**Run 1: M2 wires**

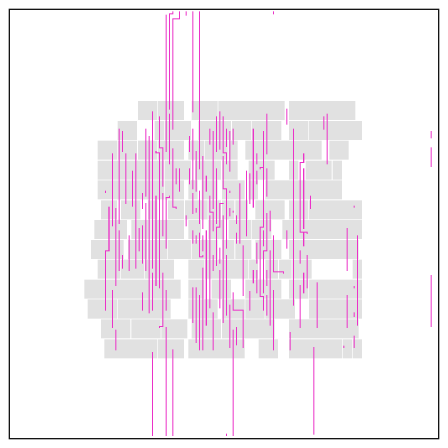
**Run 1: met1 routing**

Supply wires on this layer in gray.
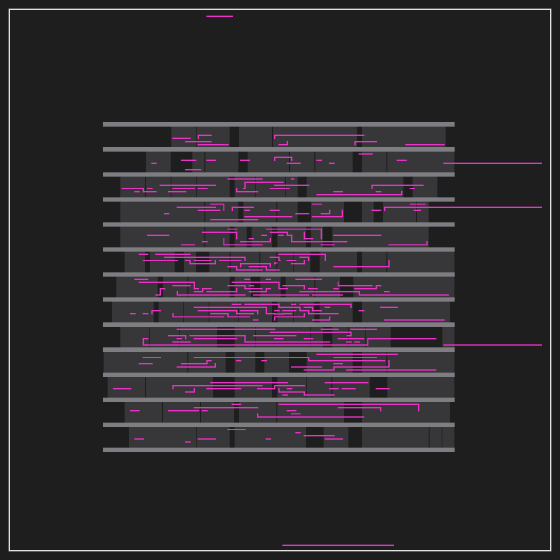
**Run 1: ports around the boundary**

Scale bar: 20 um. Pins as bars across the die edge, other pins in gray.
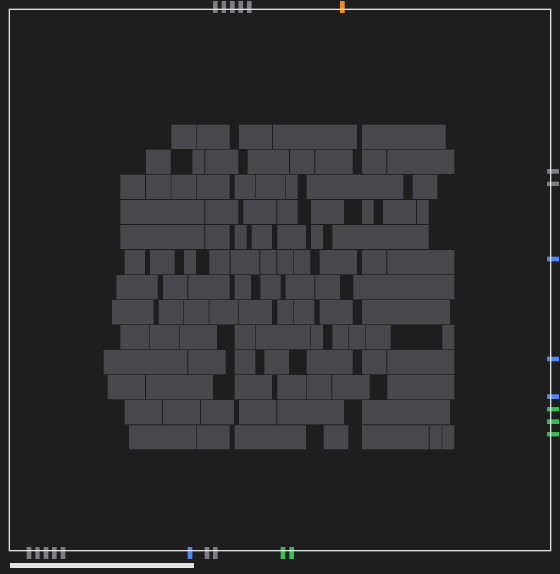
**Run 1: nets reached from selected ports**

Scale bar: 20 um.
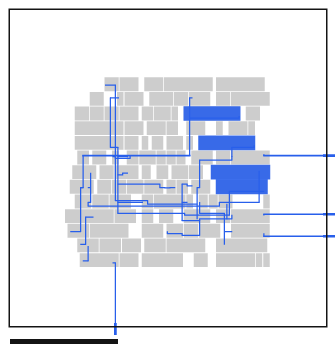
### config.mk
export PLATFORM = sky130hd
export DESIGN_NAME = months
export DESIGN_NICKNAME = d
export VERILOG_FILES = /design/src/rtl/months.sv
export SDC_FILE = /design/constraint.sdc
export NUM_CORES = 1
export LEC_CHECK = 0
export CORE_MARGIN = 10
export CORE_UTILIZATION = 36
export DETAILED_ROUTE_END_ITERATION = 7
export PLACE_DENSITY = 0.73
export SLEW_MARGIN = 20
export SYNTH_ARGS = -nofsm -noshare
export SYNTH_HDL_FRONTEND = slang
export SYNTH_SLANG_ARGS = --single-unit
### constraint.sdc
create_clock -name clk -period 1.6 [get_ports clk]
set_clock_uncertainty 0.15 [all_clocks]
set_input_delay 0.32 -clock clk [delete_from_list [all_inputs] [get_ports clk]]
set_output_delay 0.32 -clock clk [all_outputs]
set_load 0.1 [all_outputs]
### src/rtl/months.sv
// Month stage of the calendar chain: keeps month 1..12, reports the length of
// the current month and pulses done_month once per December-to-January rollover.
module months (
    input  logic       clk,
    input  logic       rst,
    input  logic       display,
    input  logic       setup_month,
    input  logic       inc_dec_month,
    input  logic       tick,
    input  logic       done_day,
    input  logic [6:0] year,
    output logic [3:0] month,
    output logic [4:0] days_max,
    output logic       done_month
);

    logic [3:0] month_next;
    logic       roll;
    logic       roll_p0;

    function automatic logic [4:0] month_len(input logic [3:0] m, input logic leap);
        case (m)
            4'd2:                    month_len = leap ? 5'd29 : 5'd28;
            4'd4, 4'd6, 4'd9, 4'd11: month_len = 5'd30;
            default:                 month_len = 5'd31;
        endcase
    endfunction

    // Only run mode can roll over; setup wraps never raise roll.
    always_comb begin
        month_next = month;
        roll       = 1'b0;
        if (month == 4'd0 || month > 4'd12) begin
            month_next = 4'd1;
        end else if (!display) begin
            if (done_day) begin
                if (month == 4'd12) begin
                    month_next = 4'd1;
                    roll       = 1'b1;
                end else begin
                    month_next = month + 4'd1;
                end
            end
        end else if (!setup_month && tick) begin
            if (inc_dec_month)
                month_next = (month == 4'd12) ? 4'd1 : month + 4'd1;
            else
                month_next = (month == 4'd1) ? 4'd12 : month - 4'd1;
        end
    end

    // Stage p0: month state and the rollover event seen at this rising edge
    always_ff @(posedge clk or posedge rst) begin
        if (rst) begin
            month   <= 4'd1;
            roll_p0 <= 1'b0;
        end else begin
            month   <= month_next;
            roll_p0 <= roll;
        end
    end

    // Stage p1: half-cycle retiming so done_month straddles the next rising edge
    always_ff @(negedge clk or posedge rst) begin
        if (rst)
            done_month <= 1'b0;
        else
            done_month <= roll_p0;
    end

    assign days_max = month_len(month, (year[1:0] == 2'b00));

endmodule

==> changes_impl.md, run 1 <==
## Flow update

* Outcome: complete, but fails checks
* Failing checks: setup timing
* 1st-iter DRT viols at 22
* Inserted Clock Buffers at 3
* Cells after Synth at 62
* Syn avg cell area at 8.68 um2
* Cell total in the yosys stat output at 62
* Chip area at 3440 um2
* Setup ws final at -0.559 ns
* Routability congestion estimate at 0.869
* Max-slew violations at 0
* CP top delay family: flip-flops
* CTS tree: built
* Post-synth regs at 6
* Critical Path End Type: output port
* Fill count at 74
* CP cell instances: inv_6 > ha_4 > nor2_4 > o22ai_4 > a31oi_4 > buf_12
* Yosys adder share at 11.6%
* Clk slew on worst S/H paths at 0.05 ns
* Residual DRC count at 0
* Flop-to-flop setup slack at -0.37 ns
* Arrival time worst endpoint at 1.69 ns
* Global route total overflow at 0
* Final setup fails at 10
* Antenna Nets Post-Route at 0
* Init Core Util at 39.9%
* Via density at 5.27
* Detailed-route wire length per cell at 14.9 um
* Period utilization at 135%
* CORE AREA at 1350 um2
* Met2 usage at 17.6%
* Antenna fix cells at 0
* Tmin final at 2.16 ns
* Reg-to-reg startpoint: month[0]$_DFFE_PP1P_
* Finished Core Util at 83.8%
* Xor/xnor share at 1.63%
* Worst path buffer plus inverter count at 2
* Cell row count at 13
* Final instance area at 1130 um2
* Yosys warning tally at 0
* Maximum buffer depth of the clock tree at 2
* R2R depth at 9
* Initial antenna violation count at 0
* Post-DP HPWL at 1.27 mm
* Compound Share, Synth at 28.1%
* Post-DP Area at 957 um2
* WP data required at 1.13 ns
* Root Driver: clkbuf_4
* First-pass GRT wire length at 2.94 mm
* Late-Pin Clk Latency at 0.24 ns
* Initial DRT Pass Iterations at 4
* Synthesized cell area at 538 um2
* Tool warnings at 38
* Vias in the first global route at 627
* MUX area fraction at 1.86%
* Crit path kind: reg -> out
* Nets at 122
* Die extent in x at 58.7 um
* Main logic family: AND-OR/OR-AND gates
* R2r endpoint: month[2]$_DFFE_PP0P_
Back to the opening pictures, 'M2 wires':
longest straight run	24.1 um
wire length on this layer	903 um
share of all routed wire	52%
nets with wire on the layer	103
drt total wl: 1.74 mm
detailed-route via count: 617

Back to the opening pictures, 'met1 routing':
share of all routed wire	40%
wire length on this layer	699 um
main direction	horizontal
longest straight run	24.4 um
GR Util met1: 12.1%

Back to the opening pictures, 'ports around the boundary':
port	color	pins	direction	edge
days_max	green	5	output	3 right, 2 bottom
month	blue	4	output	3 right, 1 bottom
clk	orange	1	input	top
all pins by edge	10 bottom, 8 right, 6 top
vertical die size: 58.7 um
Buffers on Ports: 15

Back to the opening pictures, 'nets reached from selected ports':
port	color	bits	direction	edge	end cells	buffers	wire
month	blue	4	output	3 right, 1 bottom	4	8	350 um
num ports: 24

run 1: per-stage QoR:
stage / worst slack [ns] / setup TNS [ns] / cells / hold slack [ns]
detailed placement: -0.309 / -1.59 / 107 / 0.468
CTS: -0.549 / -2.41 / 115 / 0.213
finish: -0.559 / -2.95 / 117 / 0.208
floorplan: -0.741 / -2.23 / 64 / -0.0398
global placement: -0.287 / -1.41 / 107 / 0.462
global route: -0.607 / -3.37 / 117 / 0.211
run 1: worst max-delay path by stage:
stage | start | end | slack [ns] | cells after the start
floorplan | month[0]$_DFFE_PP1P_ | days_max[0] | -0.74 | 5
global placement | year[1] | days_max[0] | -0.29 | 4
CTS | month[0]$_DFFE_PP1P_ | days_max[0] | -0.55 | 6
global route | month[0]$_DFFE_PP1P_ | days_max[0] | -0.61 | 6
finish | month[0]$_DFFE_PP1P_ | days_max[0] | -0.56 | 6
detailed placement | year[1] | days_max[0] | -0.31 | 4
run 1: cells in the final DEF (no fill, tap or decap), drive strengths merged:
cell type,instances
o211a,1
nor4,1
o31a,1
dfrtn,1
clkbuf,4
inv,6
and3b,1
or2,1
o21ai,5
o211ai,1
or4b,1
o311ai,1
dfstp,1
nand2,4
nor3,1
a21oi,4
mux2i,1
a211oi,2
clkdlybuf4s50,8
nor2,3
a22o,1
ha,5
a211o,1
a31oi,3
buf,30
nand2b,2
xnor2,1
o22ai,2
and2b,2
dfrtp,4
conb,3
run 1: cell usage after synthesis (all sizes together) (2+ instances only):
library cell / number / area (um2)
ha: 5 / 62.6
nor2: 3 / 11.3
a211oi: 2 / 15.0
nand2: 4 / 15.0
o22ai: 2 / 18.8
buf: 4 / 33.8
inv: 6 / 22.5
dfrtp: 4 / 100
o21ai: 5 / 25.0
nand2b: 2 / 12.5
a31oi: 3 / 18.8
and2b: 2 / 17.5
a21oi: 4 / 20.0
run 1: tightest hold or removal path, stage by stage:
cell             delay, ns
clkdlybuf4s50_1       0.39
inv_1                 0.08
buf_4                 0.14
run 1: logic make-up (layout without fill, tap and decap cells):
kind of cell,after synthesis,after routing
AND/OR/NAND/NOR,16,16
XOR/XNOR,1,1
multiplexers,1,1
other,1,3
adder cells (fa/ha/maj),5,5
flip-flops,6,6
AND-OR/OR-AND,22,22
buffers and inverters,10,48
run 1: sequential cells by signal (all words and copies together), names as in the netlist:
register and flops:
done_month 1, month 4, roll_p0 1
run 1: timing repair:
action	in CTS	in global routing
setup buffers	4	3
pin swaps	5	4
setup endpoints to repair	8	8
resized	15	11
endpoints found under the hold margin	0	0
run 1: per-layer routing:
layer,vias to the layer above,wire [um]
met2,16,903
met3,2,104
met4,0,38
met1,302,698
met5,-,0
li1,297,-
run 1: final cells by class:
class,count,area [um2],share of cell area [%]
multi-input cells,48,469,41.5
repair buffers,38,423,37.4
flip-flops and latches,6,164,14.5
inverters,6,30.0,2.65
clock buffers,4,26.3,2.32
well taps,15,18.8,1.66
--- run 2 (diff from run 1) ---
SLEW_MARGIN = 40   (was 20)
==> run 2 against run 1 <==
Net effect:
- register-to-register slack about the same
- largest cell class unchanged
- the flow still finishes with violations (setup timing)
==> changes_impl.md, run 2 <==
## Flow update

* Maximum buffer depth of the clock tree at 2 (unchanged)
* CTS tree: built
* Final setup fails at 10 (unchanged)
* Chip area at 3440 um2 (unchanged)
* 1st-iter DRT viols at 22 (unchanged)
* Antenna Nets Post-Route at 0 (unchanged)
* Post-DP Area at 957 um2 (unchanged)
* # placed instances at 107 (unchanged)
* Detailed-route via count at 617 (unchanged)
* Syn avg cell area at 8.68 um2 (unchanged)
* Cell area leaders: dfrtp_1 19%, ha_1 12%, dfstp_2 4.9%
* Post-DP HPWL at 1.27 mm (unchanged)
* Initial antenna violation count at 0 (unchanged)
* Most numerous logic cells after layout: 15 x buf_4, 8 x clkdlybuf4s50_1, 8 x buf_6
* Failing checks: setup timing
* Residual DRC count at 0 (unchanged)
* Cell total in the yosys stat output at 62 (unchanged)
* Flop-to-flop setup slack at -0.37 ns (about the same)
* Tool warnings at 38 (unchanged)
* Crit path kind: reg -> out
* Outcome: complete, but fails checks
* Buffers on Ports at 15 (unchanged)
* Via density at 5.27 (unchanged)
* Vias in the first global route at 627 (unchanged)
* Setup TNS at -2.95 ns (unchanged)
* Antenna fix cells at 0 (unchanged)
* Final non-filler cell total at 117 (unchanged)
* Cells after Synth at 62 (unchanged)
* Inserted Clock Buffers at 3 (unchanged)
* Biggest registers after layout: month (4), done_month (1), roll_p0 (1)
* Late-Pin Clk Latency at 0.24 ns (about the same)
* Global route total overflow at 0 (unchanged)
* Tmin final at 2.16 ns (unchanged)
* Routability congestion estimate at 0.869 (unchanged)
* First-pass GRT wire length at 2.94 mm (unchanged)
* Init Core Util at 39.9% (unchanged)
* Synthesized cell area at 538 um2 (unchanged)
* Max-cap violations at 0
* Vertical die size at 58.7 um (unchanged)
* Max-slew violations at 0 (unchanged)
* Setup ws final at -0.559 ns (unchanged)
* Arrival time worst endpoint at 1.69 ns (about the same)
* Top-area cell share at 18.6% (unchanged)
* WP data required at 1.13 ns (about the same)
* Yosys warning tally at 0 (unchanged)
* Cell row count at 13 (unchanged)
* Top cell excl fill/tap: buf_4
* Initial DRT Pass Iterations at 4 (unchanged)
* Dpl ws at -0.309 ns (unchanged)
* Num ports at 24 (unchanged)
* Biggest register: month
* Drt total wl at 1.74 mm (unchanged)
* Clk slew on worst S/H paths at 0.05 ns (about the same)
* Detailed-route wire length per cell at 14.9 um (unchanged)
* Period utilization at 135% (unchanged)
## run 2: worst paths after layout
check | cells past startpoint | endpoint | from
worst max-delay path | 6 | days_max[0] | month[0]$_DFFE_PP1P_
worst min-delay path | 3 | month[2]$_DFFE_PP0P_ | rst
worst max register to register | 9 | month[2]$_DFFE_PP0P_ | month[0]$_DFFE_PP1P_
worst min register to register | 2 | month[1]$_DFFE_PP0P_ | month[1]$_DFFE_PP0P_
max in group asynchronous | 2 | done_month$_DFF_NP0_ | rst
min in group clk | 4 | roll_p0$_DFF_PP0_ | done_day
## run 2: stage by stage
step                      hold WS, ns  util [%]
after detailed placement        0.468      70.9
final                           0.208      83.8
after global placement          0.462      70.9
after CTS                       0.213      80.2
after global routing            0.211      83.8
after floorplan               -0.0398         -
## run 2: worst max-delay path: stages (launching register included)
cell	delay, ns
dfstp_4	0.66
inv_6	0.05
ha_4	0.16
nor2_4	0.12
o22ai_4	0.09
a31oi_4	0.17
buf_12	0.19
## run 2: timing repair
item | CTS | global route
endpoints found under the setup margin | 8 | 8
pin swaps | 5 | 4
gates resized | 15 | 11
buffers inserted | 4 | 3
gates cloned | 0 | 0
## run 2: final cells by class
cell class	count	area, um2
fill	74	219
sequential	6	164
inverter	6	30.0
timing repair buffer	38	423
clock buffer	4	26.3
tap	15	18.8
multi-input combinational	48	469
## run 2: metal layers
metal | GRT usage (%) | routed length [um] | up-vias | part of all wire (%)
li1 | - | - | 297 | -
met1 | 12.1 | 698 | 302 | 40
met2 | 17.6 | 903 | 16 | 52
met3 | 2.36 | 104 | 2 | 6.0
met4 | 8.85 | 38 | 0 | 2.2
met5 | 0 | 0 | - | 0
## run 2: logic make-up (layout without fill, tap and decap cells)
family | after synthesis | in the layout | synth area share (%)
xor gates and xnor gates | 1 | 1 | 1.63
AOI/OAI and AO/OA | 22 | 22 | 28.1
buffers and inverters | 10 | 48 | 10.5
and+or+nand+nor | 16 | 16 | 17.4
adders and majority gates | 5 | 5 | 11.6
DFF | 6 | 6 | 28.1
other | 1 | 3 | 0.697
muxes | 1 | 1 | 1.86
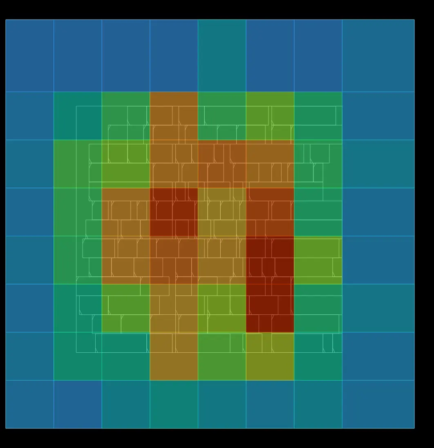
**Above:** run 2 (routing congestion).
Finished Core Util: 83.8%
M3 GR Usage: 2.36%
met2 usage: 17.6%
GRT Total Usage: 10.9%
GR peak layer: met2

--- run 3 (diff from run 2) ---
SETUP_SLACK_MARGIN = 0.1   (was default)
TNS_END_PERCENT = 20   (was default)
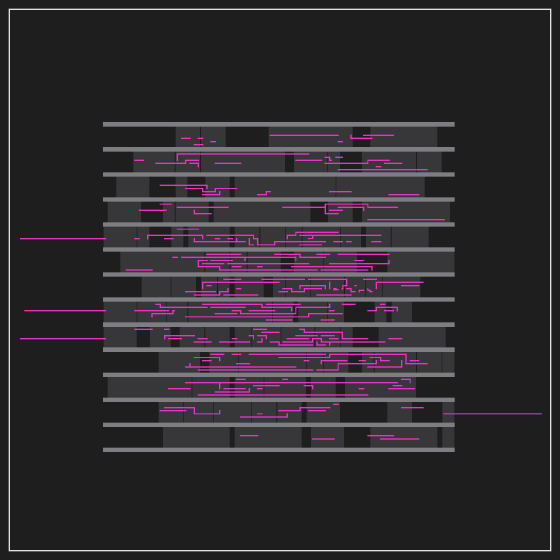
**Above:** run 3 (met1 routing).
Supply wires on this layer in gray.
longest straight run	23.0 um
wire length on this layer	667 um
nets with wire on the layer	92
share of all routed wire	39%
main direction	horizontal
detailed-route via count: 607
drt total wl: 1.69 mm

==> run 3 against run 2 <==
Net effect:
- sequential share of layout area grew 0.92 points
- final cell count shrank 3.4%
- design area shrank 7.4%
- the flow still finishes with violations (setup timing)
- core utilization shrank 6.2 points
- maximum frequency shrank 1.4%
- routed wire length shrank 3.0%
- synthesized cell count is the same
- flip-flop count is the same
- clock-buffer cell count is the same
==> changes_impl.md, run 3 <==
## Flow update

* Failing checks: setup timing
* Postcts setup bufs at 0 (-4)
* Max-slew violations at 0 (unchanged)
* Final non-filler cell total at 113 (-3.4%)
* Vertical die size at 58.7 um (unchanged)
* Setup ws final at -0.590 ns (-0.0307 ns)
* R2r endpoint: month[1]$_DFFE_PP0P_
* Tool warnings at 38 (unchanged)
* Synthesized cell area at 538 um2 (unchanged)
* Buffers on Ports at 15 (unchanged)
* Vias in the first global route at 619 (-1.3%)
* Initial antenna violation count at 0 (unchanged)
* Max-cap violations at 0 (unchanged)
* Detailed-route wire length per cell at 15.0 um (+0.39%)
* Num ports at 24 (unchanged)
* Crit path kind: reg -> out
* Antenna Nets Post-Route at 0 (unchanged)
* GR Util met1 at 12.0% (-0.092 points)
* Biggest register: month
* Outcome: complete, but fails checks
* Residual DRC count at 0 (unchanged)
* Cell row count at 13 (unchanged)
* Flop-to-flop setup slack at -0.25 ns (+0.12 ns)
* GR peak layer: met2
* Via density at 5.37 (+1.9%)
* Final setup fails at 8 (-2)
* Most numerous logic cells after layout: 16 x buf_4, 8 x clkdlybuf4s50_1, 7 x buf_12
* Clk slew on worst S/H paths at 0.05 ns (about the same)
* Global route total overflow at 0 (unchanged)
* Top-area cell share at 18.6% (unchanged)
* Arrival time worst endpoint at 1.72 ns (+0.03 ns)
* Reg-to-reg startpoint: month[0]$_DFFE_PP1P_
* Tmin final at 2.19 ns (+0.0307 ns)
* Post-DP HPWL at 1.30 mm (+2.2%)
* Period utilization at 137% (+1.9 points)
* GRT Total Usage at 11.2% (+0.27 points)
* Biggest registers after layout: month (4), done_month (1), roll_p0 (1)
* Met2 usage at 18.7% (+1.1 points)
* WP data required at 1.13 ns (about the same)
* First-pass GRT wire length at 2.97 mm (+1.2%)
* Routability congestion estimate at 0.857 (-1.3%)
* Syn avg cell area at 8.68 um2 (unchanged)
* Antenna fix cells at 0 (unchanged)
* Post-DP Area at 957 um2 (unchanged)
* Cell total in the yosys stat output at 62 (unchanged)
[run 3: cell counts after synthesis]
Identical to the previous run, type by type.
[run 3: worst max path at each step]
stage                     cells past startpoint           to  slack (ns)                 start
after floorplan                               5  days_max[0]       -0.74  month[0]$_DFFE_PP1P_
after global placement                        6  days_max[0]       -0.32  month[0]$_DFFE_PP1P_
after detailed placement                      4  days_max[0]       -0.35               year[1]
after CTS                                     6  days_max[0]       -0.59  month[0]$_DFFE_PP1P_
after global routing                          6  days_max[0]       -0.66  month[0]$_DFFE_PP1P_
final                                         6  days_max[0]       -0.59  month[0]$_DFFE_PP1P_
[run 3: cell type report]
type                            instances  area [um2]
Tap cell                               15        18.8
Clock buffer                            4        26.3
Sequential cell                         6         161
Fill cell                              88         303
Timing Repair Buffer                   34         374
Multi-Input combinational cell         48         437
Inverter                                6        30.0
[run 3: cell families after synthesis]
kind of cell / after synthesis / share of synthesized area (%)
buffers and inverters: 10 / 10.5
adders and majority gates: 5 / 11.6
and+or+nand+nor: 16 / 17.4
DFF: 6 / 28.1
other: 1 / 0.697
AOI/OAI and AO/OA: 22 / 28.1
xor gates and xnor gates: 1 / 1.63
muxes: 1 / 1.86
[run 3: per-stage QoR]
step                      utilization, %  worst slack [ns]  hold slack (ns)  TNS, ns
after floorplan                        -            -0.741          -0.0399    -2.66
final                               77.6            -0.590            0.204    -2.44
after detailed placement            70.9            -0.352            0.467    -1.58
after global routing                77.6            -0.659            0.259    -2.81
after global placement              70.9            -0.320            0.457    -1.43
after CTS                           75.8            -0.592            0.198    -2.34
[run 3: critical path, stage by stage (launching register included)]
cell and delay (ns):
dfstp_4 0.67, inv_6 0.05, ha_4 0.16, nor2_4 0.11, o22ai_2 0.09, a31oi_4 0.18, buf_12 0.19
[run 3: routing by layer]
metal  up-vias  share of wire, %  wire [um]
li1        291                 -          -
met1       282                39        667
met2        30                52        876
met3         4               7.3        124
met4         0               1.4         23
met5         -                 0          0
[run 3: repair_timing]
action | in CTS | in global routing
pin swaps | 2 | 0
hold buffers | 0 | 0
hold endpoints to repair | 0 | 0
endpoints found under the setup margin | 10 | 12
gates resized | 11 | 6
cloned | 0 | 0
